**Run 1: wiring by layer**

Two of the layers only.
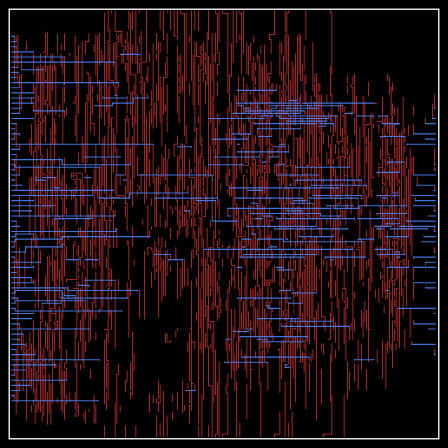
**Run 1: wire density map**

23 x 23 tiles, from dark purple (low) to yellow (high), scaled to the fullest tile. Values are wire area over tile area, all layers added.
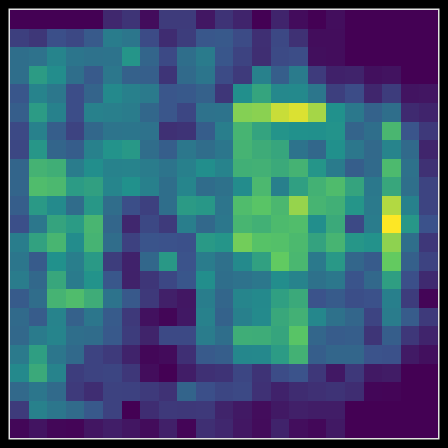
**Run 1: clock wiring as the flow saved it**

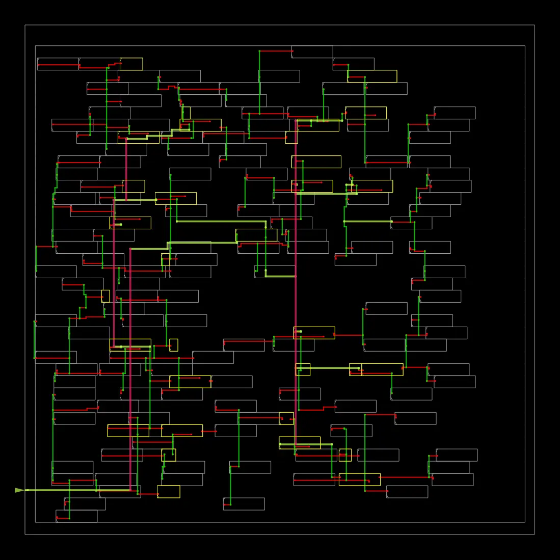
### config.mk
export PLATFORM = sky130hd
export DESIGN_NAME = jtkiwi_gfx_arb
export DESIGN_NICKNAME = d
export VERILOG_FILES = /design/src/rtl/jtkiwi_gfx_arb.sv
export SDC_FILE = /design/constraint.sdc
export NUM_CORES = 1
export LEC_CHECK = 0
export ABC_AREA = 1
export ABC_CLOCK_PERIOD_IN_PS = 3500
export CORE_MARGIN = 2
export CORE_UTILIZATION = 53
export CTS_CLUSTER_DIAMETER = 150
export DETAILED_ROUTE_END_ITERATION = 10
export GPL_TIMING_DRIVEN = 0
export MAX_ROUTING_LAYER = met4
export PLACE_DENSITY = 0.95
export SLEW_MARGIN = 25
export SYNTH_ARGS = -nofsm -noshare
export SYNTH_HDL_FRONTEND = slang
export SYNTH_SLANG_ARGS = --single-unit
### constraint.sdc
create_clock -name clk -period 3.5 [get_ports clk]
set_input_delay 0.525 -clock clk [delete_from_list [all_inputs] [get_ports clk]]
set_output_delay 0.525 -clock clk [all_outputs]
set_load 0.005 [all_outputs]
### src/rtl/jtkiwi_gfx_arb.sv
`default_nettype none
// ============================================================================
// Module  : jtkiwi_gfx_arb
// Brief   : Shares one SDRAM graphics slot between the tilemap (scr) and
//           sprite (obj) fetchers. Each requester has a one-word buffer so
//           repeat reads of the last address complete without SDRAM access;
//           misses are arbitrated (blanking-aware, starvation-limited) and
//           issued one at a time on the shared port.
// Rev     : 1.0 - initial release
// ============================================================================
module jtkiwi_gfx_arb #(
  parameter int AW      = 18,
  parameter int DW      = 32,
  parameter int MAXWAIT = 8
) (
  input  logic          clk,
  input  logic          rst_n,
  input  logic          lhbl,
  input  logic          flush,
  input  logic          scr_cs,
  input  logic [AW-1:0] scr_addr,
  output logic [DW-1:0] scr_data,
  output logic          scr_ok,
  input  logic          obj_cs,
  input  logic [AW-1:0] obj_addr,
  output logic [DW-1:0] obj_data,
  output logic          obj_ok,
  output logic          rom_cs,
  output logic [AW-1:0] rom_addr,
  input  logic [DW-1:0] rom_data,
  input  logic          rom_ok
);

  localparam logic [3:0] c_max_wait = MAXWAIT[3:0];

  typedef enum logic [1:0] {
    IDLE    = 2'd0,
    GNT_SCR = 2'd1,
    GNT_OBJ = 2'd2,
    GAP     = 2'd3
  } state_t;

  state_t        r_state;
  state_t        w_state_nxt;

  logic          r_scr_valid;
  logic [AW-1:0] r_scr_tag;
  logic [DW-1:0] r_scr_data;
  logic          r_obj_valid;
  logic [AW-1:0] r_obj_tag;
  logic [DW-1:0] r_obj_data;

  logic [3:0]    r_scr_wait;
  logic [3:0]    r_obj_wait;

  logic          r_rom_cs;
  logic [AW-1:0] r_rom_addr;
  logic          r_poison;

  logic          w_scr_hit;
  logic          w_obj_hit;
  logic          w_scr_miss;
  logic          w_obj_miss;
  logic          w_grant_scr;
  logic          w_grant_obj;
  logic          w_store;
  logic          w_store_scr;
  logic          w_store_obj;

  // Buffer lookup is purely combinational so a hit answers in the same cycle
  assign w_scr_hit  = scr_cs & r_scr_valid & (r_scr_tag == scr_addr);
  assign w_obj_hit  = obj_cs & r_obj_valid & (r_obj_tag == obj_addr);
  assign w_scr_miss = scr_cs & ~w_scr_hit;
  assign w_obj_miss = obj_cs & ~w_obj_hit;

  // A returning word is kept only if no flush touched this grant
  assign w_store     = rom_ok & ~flush & ~r_poison;
  assign w_store_scr = w_store & (r_state == GNT_SCR);
  assign w_store_obj = w_store & (r_state == GNT_OBJ);

  assign scr_ok   = w_scr_hit;
  assign obj_ok   = w_obj_hit;
  assign scr_data = r_scr_data;
  assign obj_data = r_obj_data;
  assign rom_cs   = r_rom_cs;
  assign rom_addr = r_rom_addr;

  // State register
  always_ff @(posedge clk or negedge rst_n) begin
    if (!rst_n) r_state <= IDLE;
    else        r_state <= w_state_nxt;
  end

  // Next-state and grant decision; starved requester wins before lhbl rule
  always_comb begin
    w_state_nxt = r_state;
    w_grant_scr = 1'b0;
    w_grant_obj = 1'b0;
    case (r_state)
      IDLE: begin
        if (w_scr_miss && w_obj_miss) begin
          if (r_scr_wait == c_max_wait)      w_grant_scr = 1'b1;
          else if (r_obj_wait == c_max_wait) w_grant_obj = 1'b1;
          else if (lhbl)                     w_grant_scr = 1'b1;
          else                               w_grant_obj = 1'b1;
        end else if (w_scr_miss) begin
          w_grant_scr = 1'b1;
        end else if (w_obj_miss) begin
          w_grant_obj = 1'b1;
        end
        if (w_grant_scr)      w_state_nxt = GNT_SCR;
        else if (w_grant_obj) w_state_nxt = GNT_OBJ;
      end
      GNT_SCR, GNT_OBJ: begin
        if (rom_ok) w_state_nxt = GAP;
      end
      GAP:     w_state_nxt = IDLE;
      default: w_state_nxt = IDLE;
    endcase
  end

  // Shared port: address latched at grant, held until rom_ok, then released
  always_ff @(posedge clk or negedge rst_n) begin
    if (!rst_n) begin
      r_rom_cs   <= 1'b0;
      r_rom_addr <= '0;
    end else if (w_grant_scr) begin
      r_rom_cs   <= 1'b1;
      r_rom_addr <= scr_addr;
    end else if (w_grant_obj) begin
      r_rom_cs   <= 1'b1;
      r_rom_addr <= obj_addr;
    end else if ((r_state == GNT_SCR || r_state == GNT_OBJ) && rom_ok) begin
      r_rom_cs   <= 1'b0;
    end
  end

  // Poison marks a grant whose data predates a flush and must not be cached
  always_ff @(posedge clk or negedge rst_n) begin
    if (!rst_n)                                               r_poison <= 1'b0;
    else if (w_grant_scr || w_grant_obj)                      r_poison <= 1'b0;
    else if ((r_state == GNT_SCR || r_state == GNT_OBJ) && flush) r_poison <= 1'b1;
  end

  // Tilemap buffer: filled from the shared port, invalidated by flush
  always_ff @(posedge clk or negedge rst_n) begin
    if (!rst_n) begin
      r_scr_valid <= 1'b0;
      r_scr_tag   <= '0;
      r_scr_data  <= '0;
    end else if (w_store_scr) begin
      r_scr_valid <= 1'b1;
      r_scr_tag   <= r_rom_addr;
      r_scr_data  <= rom_data;
    end else if (flush) begin
      r_scr_valid <= 1'b0;
    end
  end

  // Sprite buffer: filled from the shared port, invalidated by flush
  always_ff @(posedge clk or negedge rst_n) begin
    if (!rst_n) begin
      r_obj_valid <= 1'b0;
      r_obj_tag   <= '0;
      r_obj_data  <= '0;
    end else if (w_store_obj) begin
      r_obj_valid <= 1'b1;
      r_obj_tag   <= r_rom_addr;
      r_obj_data  <= rom_data;
    end else if (flush) begin
      r_obj_valid <= 1'b0;
    end
  end

  // Starvation counters: count lost cycles while missing, saturating
  always_ff @(posedge clk or negedge rst_n) begin
    if (!rst_n) begin
      r_scr_wait <= 4'd0;
      r_obj_wait <= 4'd0;
    end else begin
      if (!scr_cs || w_grant_scr || r_state == GNT_SCR)
        r_scr_wait <= 4'd0;
      else if (w_scr_miss && r_scr_wait < c_max_wait)
        r_scr_wait <= r_scr_wait + 4'd1;

      if (!obj_cs || w_grant_obj || r_state == GNT_OBJ)
        r_obj_wait <= 4'd0;
      else if (w_obj_miss && r_obj_wait < c_max_wait)
        r_obj_wait <= r_obj_wait + 4'd1;
    end
  end

endmodule
`default_nettype wire

==> flow_summary.yaml, run 1 <==
# synthesis and place-and-route metrics
job:
  warnings: 30
  drv_cap: 0
placed_design:
  hpwl_mm: 13.7
  numPortBuffers: 159
  dp.cells: 1130
critical_path:
  endpoint: "scr_ok"
  crit_path_max_fanout: 3
  critPathLaunch: "scr_addr[14]"
  worstSetupPathType: "in -> out"
  r2r-end: "rom_addr[16]$_DFFE_PN0P_"
  startpoint_type: "primary input"
grt:
  grtUsageMet2_pct: 51.9
  grt_pass1_wl_mm: 30.5
  grt_max_degree: 94
  grt_antenna_before_repair: 0
  grt_busiest_layer: "met2"
final_layout:
  bufAreaShareNonClock_pct: 20.3
  drive_gt1_share_pct: 4.71
  fin_util_pct: 75.7
  regArea_mm2: 0.00330
  clock_buffers: 20
  logic_area_mm2: 0.00236
  postLayoutCellArea_mm2: 0.00875
  comb_cells: 519
  n_all_inverters: 144
  final_cells: 1163
  comb_area_share_pct: 26.9
  diodes: 0
  final_common_cell: "nand2_1"
synthesis:
  adder_share_pct: 1.38
  yosysWarnings: 0
  syn_inst: 827
  ys_sh_mux_pct: 0
  ys_types: 24
power_and_ir_drop:
  power_frac_seq_pct: 37.5
  total_power_w: 0.00722
  internal_power_w: 0.00470
  comb_power_share_pct: 38.0
  ir_worst_vdd_uv: 508
  powerDensity_mw_per_mm2: 825
routing:
  remaining_drc_errors: 0
  highest_layer: "met4"
  dr_wl_met3_mm: 1.94
  antenna_left: 0
  drt-met1-wl_mm: 7.38
  dr.pass1.iters: 6
floorplanning:
  chipWidth_um: 113
  rows: 39
  pin_count: 160
  initial_core_util_pct: 54.9
final_timing:
  tns_ps: 0
  max_freq_mhz: 333
  drv_slew: 0
  fin_ws_ps: 496
  finalHoldViolations: 0
  hold_slack_ps: 485
clock_tree:
  clk_path_buf_depth: 2
  hold_buffers: 1
  clk_pin_slew_worst_paths_ps: 50
  post_cts_buffers: 0
  post_cts_resized: 0
  cts_tree: "built"
hold_path:
  hold_path.class: "reg -> reg"
status:
  status: "finished, final reports clean"
Back to the opening pictures, 'wiring by layer':
Key: metal 2 = red [wire length 9450 µm]; metal 3 = blue [wire length 1940 µm]

Back to the opening pictures, 'wire density map':
19% of the tiles are over half the peak. The fullest tile reaches 0.80. 9.1% of the tiles are nearly empty. The mean over all tiles is 0.25.
post-DR wirelength/cell: 16.6 µm
routed vias: 6356
GR Util All Layers: 31.7%
drt total wl: 19.4 mm

Back to the opening pictures, 'clock wiring as the flow saved it':
sequential cells: 132
clk latency late pin: 420 ps
Clk. pwr: 0.00177 W
clock skew: 6.43 ps
clock sink total: 132

-- run 1: Yosys cell counts (all sizes together) --
cell | number | share of area, %
o211ai | 1 | 0.12
nand3 | 59 | 4.9
dfrtp | 132 | 52
o21ai | 106 | 8.4
nand2 | 253 | 15
or2 | 2 | 0.20
nor2 | 43 | 2.5
xor2 | 2 | 0.28
nand4 | 31 | 3.1
a21oi | 9 | 0.71
xnor2 | 2 | 0.28
nor3 | 2 | 0.16
clkbuf | 22 | 1.3
buf | 10 | 0.93
nor4 | 2 | 0.20
inv | 144 | 8.6
ha | 7 | 1.4
-- run 1: critical path, stage by stage --
cell and delay, ps:
clkdlybuf4s50_1 530, inv_1 50, nand2_1 60, nand2_1 130
nor4_1 350, nand2_1 90, nor4_1 190, clkdlybuf4s50_1 550
**Run 1: sequential cells coloured by netlist name**

Bar = 20 µm.
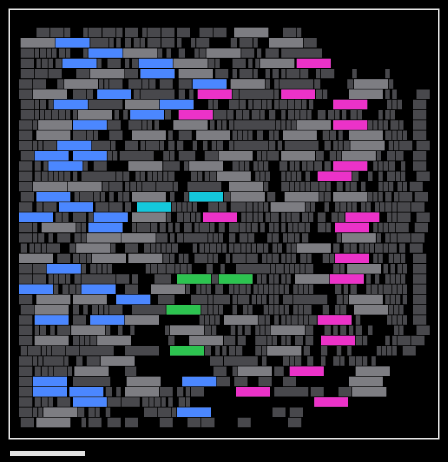

==> run 1 -> run 2 <==
CORE_ASPECT_RATIO = 0.6   (was default)
**Run 2: sequential cells coloured by netlist name**

Bar = 50 µm.
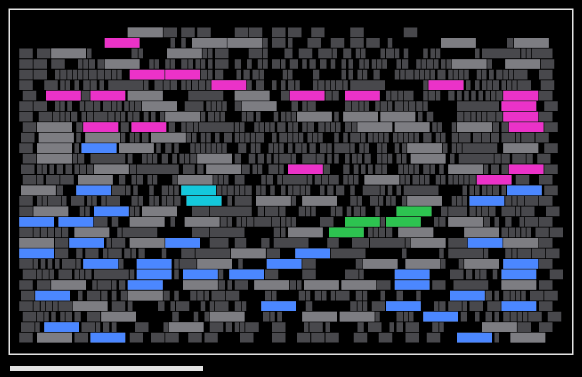
Key: rom_addr = magenta [placed flops 18]; r_obj_wait = green [placed flops 4]; r_state = cyan [placed flops 2]; scr_data = blue [placed flops 32]

==> flow_summary.yaml, run 2 <==
# synthesis and place-and-route metrics
synthesis:
  async_flop_share_pct: 100
  top_area_share_pct: 52.1
  syn_inst: 827
  ys_cells: 827
  fp_nets: 909
  top_cells_by_area: "dfrtp_1 (52%), nand2_1 (15%), inv_1 (8.4%), o21ai_0 (8.4%), nand3_1 (4.5%)"
  synthMostInstantiatedCell: "nand2_1"
  yosys_most_used_dff: "dfrtp_1"
  common_cells: "nand2_1 (253), inv_1 (142), dfrtp_1 (132), o21ai_0 (106), nand3_1 (57)"
  ys_types: 24
  yosysWarnings: 0
  yosysTopAreaCell: "dfrtp_1"
  synth-edff-count: 0
critical_path:
  startpoint_type: "primary input"
  worstSetupPathType: "in -> out"
  cp_common_cell: "nand2_1"
  rr_startpoint: "r_state[0]$_DFFE_PN0P_"
  critPathTopFamily: "buffers and inverters"
  crit_path_max_fanout: 3
  cp.depth: 8
  path_buffers: 3
  endpoint: "scr_ok"
  worstPathCellList: "clkdlybuf4s50_1, inv_1, nand2_1, nand2_1, nor4_1, nand2_1, nor4_1, clkdlybuf4s50_1"
  r2r-end: "r_obj_tag[16]$_DFFE_PN0P_"
  crit_path_top_delay_cell: "clkdlybuf4s50_1"
  critPathLaunch: "scr_addr[14]"
  max_stage_delay_ps: 550
clock_tree:
  cts_sinks: 132
  post_cts_buffers: 0
  clk_pin_slew_worst_paths_ps: 60
  cts_tree: "built"
  post_cts_resized: 0
  clock_latency_ps: 420
  clk_path_buf_depth: 2
  hold_buffers: 0
grt:
  grt_pass1_wl_mm: 31.9
  grt_busiest_layer: "met2"
  grt_util_met3_pct: 10.4
  grt_antenna_before_repair: 0
  grt_max_degree: 84
  track_usage_pct: 33.1
  grtUsageMet2_pct: 49.7
routing:
  vias: 6472
  dr.pass1.iters: 7
  post_drt_wl_per_cell_um: 16.8
  antenna_left: 0
  remaining_drc_errors: 0
  routed_wirelength_mm: 19.8
floorplanning:
  taps: 160
  pin_count: 160
  die_h_um: 88.8
  initial_core_util_pct: 55.3
  chipWidth_um: 145
  rows: 30
final_timing:
  finClkSkew_ps: 11.6
  max_freq_mhz: 329
  fin_ws_ps: 462
  tns_ps: 0
  finalHoldViolations: 1
  drv_slew: 0
  worst_pin_slew_ps: 564
  hold_slack_ps: -0.716
status:
  status: "finished, violations left"
  failed_checks: "hold timing"
final_layout:
  clock_buffers: 23
  postLayoutCellArea_mm2: 0.00878
  comb_cells: 519
  fin_util_pct: 76.5
  drive_gt1_share_pct: 4.42
  diodes: 0
  regArea_mm2: 0.00330
  comb_area_share_pct: 26.9
  final_common_cell: "nand2_1"
  n_all_inverters: 144
  logic_area_mm2: 0.00236
  bufAreaShareNonClock_pct: 20.1
  flops: 132
power_and_ir_drop:
  total_power_w: 0.00732
  ir_worst_vdd_uv: 462
  powerDensity_mw_per_mm2: 834
placed_design:
  dp.cells: 1147
  numPortBuffers: 159
  hpwl_mm: 14.4
hold_path:
  hold_path.class: "in -> async"
job:
  drv_cap: 0
  warnings: 30
==> run 2: cell counts after synthesis <==
Identical to the previous run, type by type.
==> run 2: kinds of logic after synthesis <==
kind of cell,share of synthesized area (%)
buffers and inverters,10.8
AND/OR/NAND/NOR,26.0
AND-OR/OR-AND,9.19
adder cells (fa/ha/maj),1.38
flip-flops,52.1
XOR/XNOR,0.552
==> run 2: layer usage <==
metal,vias up,wire length [µm]
met2,446,8560
met4,0,317
met1,3037,8330
li1,2940,-
met5,-,0
met3,49,2600
==> run 2: where the power goes <==
group | internal [W] | switching, W
clock | 0.00119 | 0.000655
combinational | 0.00139 | 0.00137
sequential | 0.00220 | 0.000511
Power and IR drop assume default switching activity.
